===== src/rtl/logicnet_layer_skid_reg.sv =====
// Registered valid/ready boundary between two LogicNet layers: a two-entry skid
// buffer (MAIN visible, SKID hidden) with sample tag and saturating stall counter.
module logicnet_layer_skid_reg #(
    parameter int unsigned WIDTH = 256,
    parameter int unsigned TAG_W = 8
) (
    input  logic             clk,
    input  logic             rst,
    input  logic             flush,
    input  logic             s_valid,
    output logic             s_ready,
    input  logic [WIDTH-1:0] s_data,
    input  logic [TAG_W-1:0] s_tag,
    output logic             m_valid,
    input  logic             m_ready,
    output logic [WIDTH-1:0] m_data,
    output logic [TAG_W-1:0] m_tag,
    output logic [1:0]       occupancy,
    output logic [15:0]      stall_cnt
);

    typedef enum logic [1:0] {
        EMPTY = 2'd0,
        ONE   = 2'd1,
        FULL  = 2'd2
    } state_t;

    state_t             state_reg;
    state_t             state_next;
    logic               s_ready_reg;
    logic               m_valid_reg;
    logic [WIDTH-1:0]   main_data_reg;
    logic [TAG_W-1:0]   main_tag_reg;
    logic [WIDTH-1:0]   skid_data_reg;
    logic [TAG_W-1:0]   skid_tag_reg;
    logic [15:0]        stall_reg;

    logic in_fire;
    logic out_fire;
    logic load_main_in;
    logic load_main_skid;
    logic load_skid_in;

    assign in_fire  = s_valid & s_ready_reg;
    assign out_fire = m_valid_reg & m_ready;

    always_comb begin
        state_next     = state_reg;
        load_main_in   = 1'b0;
        load_main_skid = 1'b0;
        load_skid_in   = 1'b0;
        case (state_reg)
            EMPTY: begin
                if (in_fire) begin
                    load_main_in = 1'b1;
                    state_next   = ONE;
                end
            end
            ONE: begin
                if (in_fire && out_fire) begin
                    load_main_in = 1'b1;
                end else if (in_fire) begin
                    load_skid_in = 1'b1;
                    state_next   = FULL;
                end else if (out_fire) begin
                    state_next = EMPTY;
                end
            end
            FULL: begin
                // s_ready is low here, so only the drain side can move.
                if (out_fire) begin
                    load_main_skid = 1'b1;
                    state_next     = ONE;
                end
            end
            default: state_next = EMPTY;
        endcase
        // Flush wins over any transfer presented in the same cycle.
        if (flush) begin
            state_next     = EMPTY;
            load_main_in   = 1'b0;
            load_main_skid = 1'b0;
            load_skid_in   = 1'b0;
        end
    end

    always_ff @(posedge clk) begin
        if (rst) begin
            state_reg     <= EMPTY;
            s_ready_reg   <= 1'b0;
            m_valid_reg   <= 1'b0;
            main_data_reg <= '0;
            main_tag_reg  <= '0;
            skid_data_reg <= '0;
            skid_tag_reg  <= '0;
            stall_reg     <= '0;
        end else begin
            state_reg   <= state_next;
            s_ready_reg <= (state_next != FULL);
            m_valid_reg <= (state_next != EMPTY);
            if (load_main_in) begin
                main_data_reg <= s_data;
                main_tag_reg  <= s_tag;
            end else if (load_main_skid) begin
                main_data_reg <= skid_data_reg;
                main_tag_reg  <= skid_tag_reg;
            end
            if (load_skid_in) begin
                skid_data_reg <= s_data;
                skid_tag_reg  <= s_tag;
            end
            if (m_valid_reg && !m_ready && (stall_reg != 16'hFFFF)) begin
                stall_reg <= stall_reg + 16'd1;
            end
        end
    end

    assign s_ready   = s_ready_reg;
    assign m_valid   = m_valid_reg;
    assign m_data    = main_data_reg;
    assign m_tag     = main_tag_reg;
    assign occupancy = state_reg;
    assign stall_cnt = stall_reg;

endmodule


===== config.mk =====
export PLATFORM = sky130hd
export DESIGN_NAME = logicnet_layer_skid_reg
export DESIGN_NICKNAME = d
export VERILOG_FILES = /design/src/rtl/logicnet_layer_skid_reg.sv
export SDC_FILE = /design/constraint.sdc
export NUM_CORES = 1
export LEC_CHECK = 0
export CAP_MARGIN = 20
export CELL_PAD_IN_SITES_DETAIL_PLACEMENT = 0
export CELL_PAD_IN_SITES_GLOBAL_PLACEMENT = 1
export CORE_AREA = 2 2 262 264
export CTS_BUF_LIST = sky130_fd_sc_hd__clkbuf_16
export CTS_CLUSTER_DIAMETER = 40
export DETAILED_ROUTE_END_ITERATION = 10
export DIE_AREA = 0 0 264 266
export GPL_ROUTABILITY_DRIVEN = 0
export PLACE_DENSITY = 0.72
export RECOVER_POWER = 100
export REMOVE_ABC_BUFFERS = 1
export SYNTH_ARGS = -nofsm -noshare
export SYNTH_HDL_FRONTEND = slang
export SYNTH_SLANG_ARGS = --single-unit
export TNS_END_PERCENT = 20

===== constraint.sdc =====
create_clock -name clk -period 2.05 [get_ports clk]
set_clock_uncertainty 0.15 [all_clocks]
set_input_delay 0.3075 -clock clk [delete_from_list [all_inputs] [get_ports clk]]
set_output_delay 0.3075 -clock clk [all_outputs]
set_load 0.05 [all_outputs]

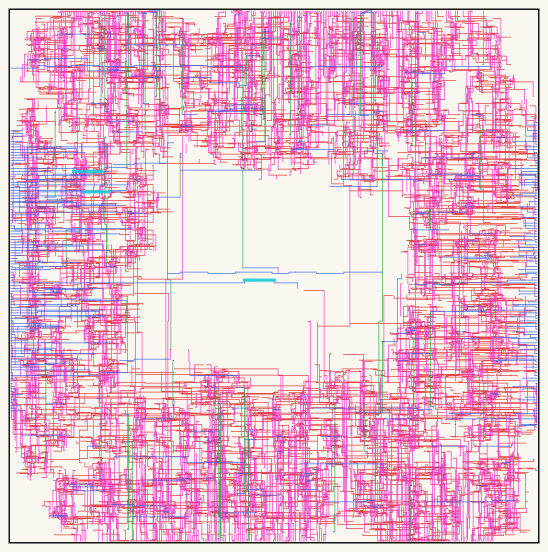
**Above:** routed metal, one color a layer.
Scale: 2 px per µm.
Key: blue = M3 [wire length 5,240 µm]; magenta = M2 [wire length 36.5 mm]; cyan = M5 [wire length 41.4 µm]; red = M1 [wire length 31.8 mm]; green = M4 [wire length 2,740 µm]
Via Count: 21,500
final wirelength: 76,300 µm
WL/cell: 17.8 µm

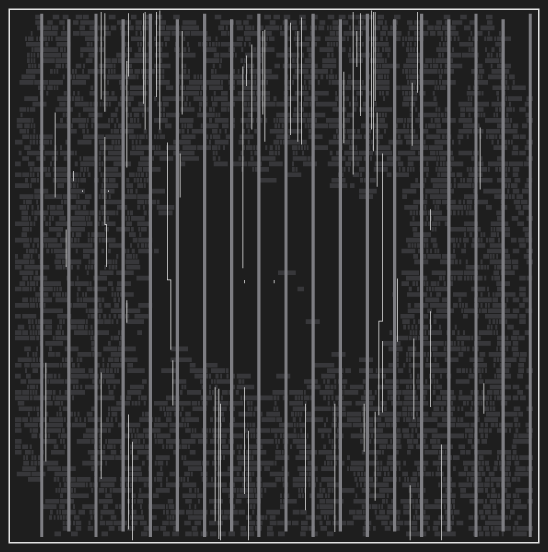
**Above:** metal 4.
Scale: 2 px per µm. Supply wires on this layer in gray. Cells faint in the background.
The layer holds 3.6% of the routed length. 45 nets have wire on it.

==> impl_metrics.json <==
{
  "finalCritPeriodShare": 0.976,
  "cp-start-kind": "register",
  "viasPerCell": 5.00,
  "synth_seq_share": 0.512,
  "dpl_cell_area_um2": 28500,
  "ys_top_logic_family": "simple AND/OR/NAND/NOR gates",
  "fp_util": 0.316,
  "synthArstFlopShare": 0,
  "edf_count": 0,
  "clk_path_buf_depth": 3,
  "synth_flops": 548,
  "routed.top_layer": "met5",
  "hold_ws_ps": 89.2,
  "path_buffers": 1,
  "synthAoiAreaFrac": 0.179,
  "outcome": "finished, final reports clean",
  "p_total_uw": 31000,
  "core-area_um2": 67700,
  "arrival_ps": 1540,
  "netlist_area_um2": 21400,
  "ff2ff_path_depth": 7,
  "min_path_cells": 3,
  "leakage_uw": 0.0120,
  "die_x_um": 264,
  "grt.total_usage": 0.207,
  "path_max_fanout": 2,
  "dr_wl_met3_um": 5240,
  "num-nets-final": 3593,
  "min_period_ps": 2000
}
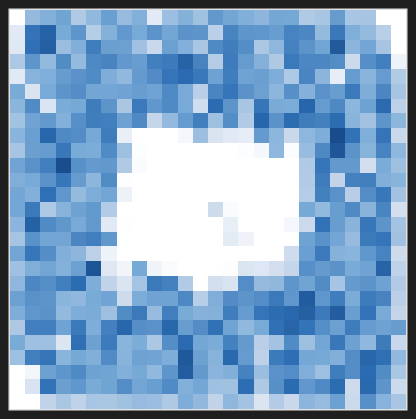
**Above:** cell area per tile.
Scale: 1.5 px per µm. The die is cut into 26 by 27 equal tiles; white is low, dark blue is high, 0 to 100% covered.
The fullest tile reaches 89%. 5.3% of the tiles are over 75% full. The emptiest ninth of the die: center. The densest ninth of the die: lower right. 14% of the tiles are nearly empty. The mean over all tiles is 44%.

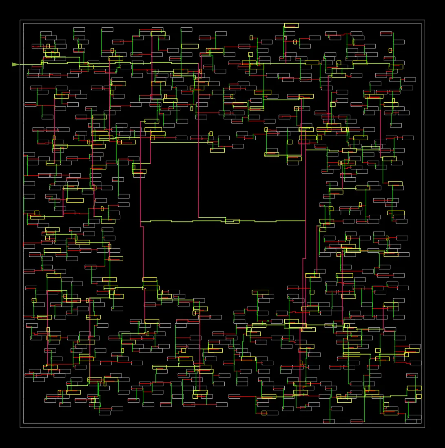
**Above:** clock wiring as the flow saved it.
CTS buffer count: 101
clock sinks: 548
FFs & Latches: 548
Clock net power: 16,900 µW

==> path summary, 6_finish.rpt <==
check | end | startpoint
max reg2reg | m_data[15]$_SDFFE_PP0P_ | occupancy[0]$_SDFF_PP0_
min | skid_data_reg[251]$_SDFFE_PP0P_ | s_data[251]
min reg2reg | skid_data_reg[91]$_SDFFE_PP0P_ | skid_data_reg[91]$_SDFFE_PP0P_
max | m_data[99] | m_data[99]$_SDFFE_PP0P_
==> worst register-to-register path, cell delays in order, from the launching register on <==
cell and delay [ps]:
dfxtp_2 350, a21bo_2 250, nand4b_1 150, buf_12 160
buf_12 200, buf_16 280, nor2_1 110, a311oi_2 260
==> report_power, final <==
part	internal (µW)	switching (µW)	leakage, µW	total, µW
registers	11000	180	0.00445	11200
logic	1050	1910	0.00586	2960
clock network	10800	6050	0.00166	16900
total	22800	8140	0.0120	31000
==> cells in the mapped netlist, drive strengths merged (2+ instances only) <==
library cell,instances
a311oi,264
nor2,271
nand2,1062
a21oi,272
and4,3
nor2b,3
inv,5
dfxtp,548
or3,7
buf,147
mux2i,4
o21ai,9
nand4b,2
a31oi,3
nand3,3
clkbuf,91
nand2b,2
nor4,2
nand4,6
or4,2
nor3,6
mux2,2
and3,3
o2111ai,2
==> what timing repair did <==
action	in CTS	in global routing
gates resized	215	29
endpoints found under the setup margin	182	300
cloned	0	3
hold buffers	1	0
pin swaps	3	1
endpoints found under the hold margin	17	0
buffers inserted	0	5
==> final cells by class <==
cell class / count / area [µm²]
Timing Repair Buffer: 730 / 6950
Sequential cell: 548 / 11000
Multi-Input combinational cell: 1937 / 9240
Antenna cell: 8 / 20.0
Clock buffer: 102 / 2550
Fill cell: 6560 / 35900
Tap cell: 882 / 1100
Inverter: 5 / 18.8
Clock inverter: 87 / 941
Power is estimated from default activity; no workload was simulated.
